File: src/rtl/barrett_reduce_pipe.sv
// Three-stage Barrett modular reducer: din_a mod Q with valid/ready flow control
// and an 8-bit sideband tag carried alongside each operand.
module barrett_reduce_pipe #(
    parameter int Q    = 727,
    parameter int QW   = $clog2(Q),
    parameter int IN_W = 2*QW-1
) (
    input  logic            clk,
    input  logic            rst,
    input  logic            in_valid,
    output logic            in_ready,
    input  logic [IN_W-1:0] din_a,
    input  logic [7:0]      in_tag,
    output logic            out_valid,
    input  logic            out_ready,
    output logic [QW-1:0]   dout_r,
    output logic [7:0]      out_tag
);

    localparam int HW = IN_W - QW + 1;   // width of din_a >> (QW-1)
    localparam int MW = QW + 2;          // MU < 2^(QW+1) always fits here
    localparam int PW = HW + MW;         // full q_hat product width
    localparam int RW = QW + 2;          // remainder width, holds values < 3Q

    localparam logic [63:0]   MU_FULL = (64'd1 << (2*QW)) / 64'(Q);
    localparam logic [MW-1:0] MU      = MU_FULL[MW-1:0];
    localparam logic [RW-1:0] Q_R     = RW'(Q);
    localparam logic [RW-1:0] Q2_R    = RW'(2*Q);

    logic            v1, v2, v3;
    logic [IN_W-1:0] a1;
    logic [PW-1:0]   qh1;
    logic [7:0]      t1, t2, t3;
    logic [RW-1:0]   r2;
    logic [QW-1:0]   r3;

    logic en1, en2, en3;

    // A stage may load when it is empty or its contents are leaving this cycle.
    assign en3 = !v3 || out_ready;
    assign en2 = !v2 || en3;
    assign en1 = !v1 || en2;

    assign in_ready  = !rst && en1;
    assign out_valid = v3;
    assign dout_r    = r3;
    assign out_tag   = t3;

    // S1: estimate of the quotient scaled by 2^(QW+1)
    logic [HW-1:0] a_hi;
    logic [PW-1:0] qh_next;

    assign a_hi    = din_a[IN_W-1:QW-1];
    assign qh_next = PW'(a_hi) * PW'(MU);

    always_ff @(posedge clk or posedge rst) begin
        if (rst) begin
            v1  <= 1'b0;
            a1  <= '0;
            qh1 <= '0;
            t1  <= '0;
        end else if (en1) begin
            v1  <= in_valid;
            a1  <= din_a;
            qh1 <= qh_next;
            t1  <= in_tag;
        end
    end

    // S2: the true difference is below 3Q, so arithmetic modulo 2^RW is exact.
    logic [PW-1:0] q_shift;
    logic [RW-1:0] qq, a_lo, r_next;

    assign q_shift = qh1 >> (QW+1);
    assign qq      = q_shift[RW-1:0] * Q_R;
    assign a_lo    = RW'(a1);
    assign r_next  = a_lo - qq;

    always_ff @(posedge clk or posedge rst) begin
        if (rst) begin
            v2 <= 1'b0;
            r2 <= '0;
            t2 <= '0;
        end else if (en2) begin
            v2 <= v1;
            r2 <= r_next;
            t2 <= t1;
        end
    end

    // S3: final correction, at most two subtractions of Q
    logic [RW-1:0] r_fix;

    always_comb begin
        r_fix = r2;
        if (r2 >= Q2_R)
            r_fix = r2 - Q2_R;
        else if (r2 >= Q_R)
            r_fix = r2 - Q_R;
    end

    always_ff @(posedge clk or posedge rst) begin
        if (rst) begin
            v3 <= 1'b0;
            r3 <= '0;
            t3 <= '0;
        end else if (en3) begin
            v3 <= v2;
            r3 <= r_fix[QW-1:0];
            t3 <= t2;
        end
    end

endmodule

File: config.mk
export PLATFORM = sky130hd
export DESIGN_NAME = barrett_reduce_pipe
export DESIGN_NICKNAME = d
export VERILOG_FILES = /design/src/rtl/barrett_reduce_pipe.sv
export SDC_FILE = /design/constraint.sdc
export NUM_CORES = 1
export LEC_CHECK = 0
export CAP_MARGIN = 10
export CORE_MARGIN = 3
export CORE_UTILIZATION = 50
export CTS_CLUSTER_SIZE = 16
export DETAILED_ROUTE_END_ITERATION = 6
export GPL_ROUTABILITY_DRIVEN = 0
export PLACE_DENSITY = 0.77
export SLEW_MARGIN = 20
export SYNTH_ARGS = -nofsm -noshare
export SYNTH_HDL_FRONTEND = slang
export SYNTH_SLANG_ARGS = --single-unit
File: constraint.sdc
create_clock -name clk -period 5.6 [get_ports clk]
set_input_delay 0.84 -clock clk [delete_from_list [all_inputs] [get_ports clk]]
set_output_delay 0.84 -clock clk [all_outputs]
set_load 0.005 [all_outputs]
cell_density.png
(3 px per µm) 12 x 12 tiles, from dark blue (low) to red (high), 0 to 100% covered.
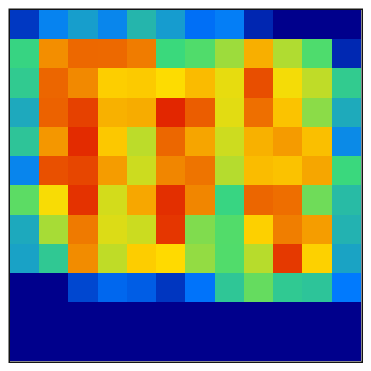
- mean over tiles: 51%
- fullest tile: 96%
- tiles over 75% full: 35%
final design utilization: 60.85%
placeable core region: 11760 µm²

==> results_tabular.tex <==
% Synthesis and place-and-route results
\begin{tabular}{lr}
\hline
Metric & Value \\
\hline
\multicolumn{2}{l}{\textbf{Yosys}} \\
\quad Total cell area reported by yosys after synthesis & 6176 µm² \\
\quad Cell total in the yosys stat output & 648 \\
\quad Simple logic cell fraction of the synthesized area & 12.09\% \\
\quad Fraction of synthesized area in multiplexers & 0.4052\% \\
\quad Fraction of synthesized cell area taken by the top area cell type & 28.77\% \\
\quad Register area share after synthesis & 28.77\% \\
\quad Share of flip-flops with an asynchronous set or reset after synthesis & 100.0\% \\
\quad Most repeated cell in the gate-level netlist after synthesis & nand2\_1 \\
\quad Cells after synthesis & 648 \\
\quad Mean cell area of the mapped netlist & 9.531 µm² \\
\quad AND-OR/OR-AND share of the synthesized area & 11.06\% \\
\quad Cell taking the most area after synthesis & dfrtp\_1 \\
\multicolumn{2}{l}{\textbf{CTS}} \\
\quad TritonCTS clock tree & done \\
\quad Root Buffer Master & clkbuf\_16 \\
\quad Number of buffers inserted to repair setup after CTS & 0 \\
\quad Clock input transition at the sequential cells of the worst setup and hold paths & 0.06 ns \\
\quad Insertion delay to the later sink of the worst-skew pair & 0.33 ns \\
\quad Total of hold buffers inserted after clock tree synthesis & 0 \\
\quad Clk buf depth & 2 \\
\quad Total of cells resized after clock tree synthesis & 0 \\
\multicolumn{2}{l}{\textbf{Global routing}} \\
\quad First-pass GRT wire length & 20920 µm \\
\quad Overflow left after global routing & 0 \\
\quad Most Crowded Layer GR & met2 \\
\quad M1 GR Usage & 23.91\% \\
\quad Antenna violations before repair & 0 \\
\quad Overall global routing resource usage & 19.20\% \\
\multicolumn{2}{l}{\textbf{Final timing}} \\
\quad Unrepaired setup endpoints after global routing & false \\
\quad Slew Limit Headroom & 42.22\% \\
\quad Setup total negative slack & 0 ns \\
\quad Clock tree skew after final layout & 0.006301 ns \\
\quad Final critical-path share of the clock period & 89.14\% \\
\multicolumn{2}{l}{\textbf{Route}} \\
\quad Final WL & 12210 µm \\
\quad Post-route DRC & 0 \\
\quad Vias/cell & 5.174 \\
\quad Met3 WL post-DR & 440 µm \\
\multicolumn{2}{l}{\textbf{Finish}} \\
\quad Top Registers & r2 x12, a1 x11, qh1 x11 \\
\quad Register share of the cell area & 24.83\% \\
\quad Area used by sequential logic in the layout & 1777 µm² \\
\quad Share of the final layout cell area in multi-input gates & 55.69\% \\
\quad Final layout net count & 872 \\
\quad Num sequential & 71 \\
\quad Max reg flops & 12 \\
\quad Top class by area & logic gates \\
\quad Fraction of area in clock buffers and inverters & 4.581\% \\
\quad Clock buffer count in the final layout & 9 \\
\quad Top reg by flops & r2 \\
\quad Fraction of final layout cells with drive strength greater than 1 & 4.429\% \\
\quad Most frequently placed logic cells in the final layout & nand2\_1 (123), ha\_1 (99), inv\_1 (87) \\
\multicolumn{2}{l}{\textbf{Floorplan}} \\
\quad Height of the die & 117.1 µm \\
\quad Total die area & 13720 µm² \\
\quad Die width & 117.1 µm \\
\multicolumn{2}{l}{\textbf{Critical path}} \\
\quad Maximum fanout encountered on the critical timing path & 4 \\
\quad Reg-to-reg critical path endpoint & r2[11]\$\_DFFE\_PP0P\_ \\
\quad Critical path class & in2reg \\
\multicolumn{2}{l}{\textbf{Placement}} \\
\quad Area post-placement & 6828 µm² \\
\quad Cell count after placement & 848 \\
\multicolumn{2}{l}{\textbf{Run status}} \\
\quad Status & completed \\
\multicolumn{2}{l}{\textbf{Run}} \\
\quad Max Cap Viol & 0 \\
\hline
\end{tabular}
io_fan.png
(2 px per µm)
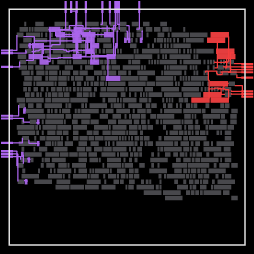
- `out_tag`: red (bits 8; direction output; edge right; end cells 8; buffers 8; wire 171 µm)
- `din_a`: purple (bits 19; direction input; edge 10 top, 9 left; end cells 32; buffers 19; wire 643 µm)
IO Count: 51
# port buffers: 50

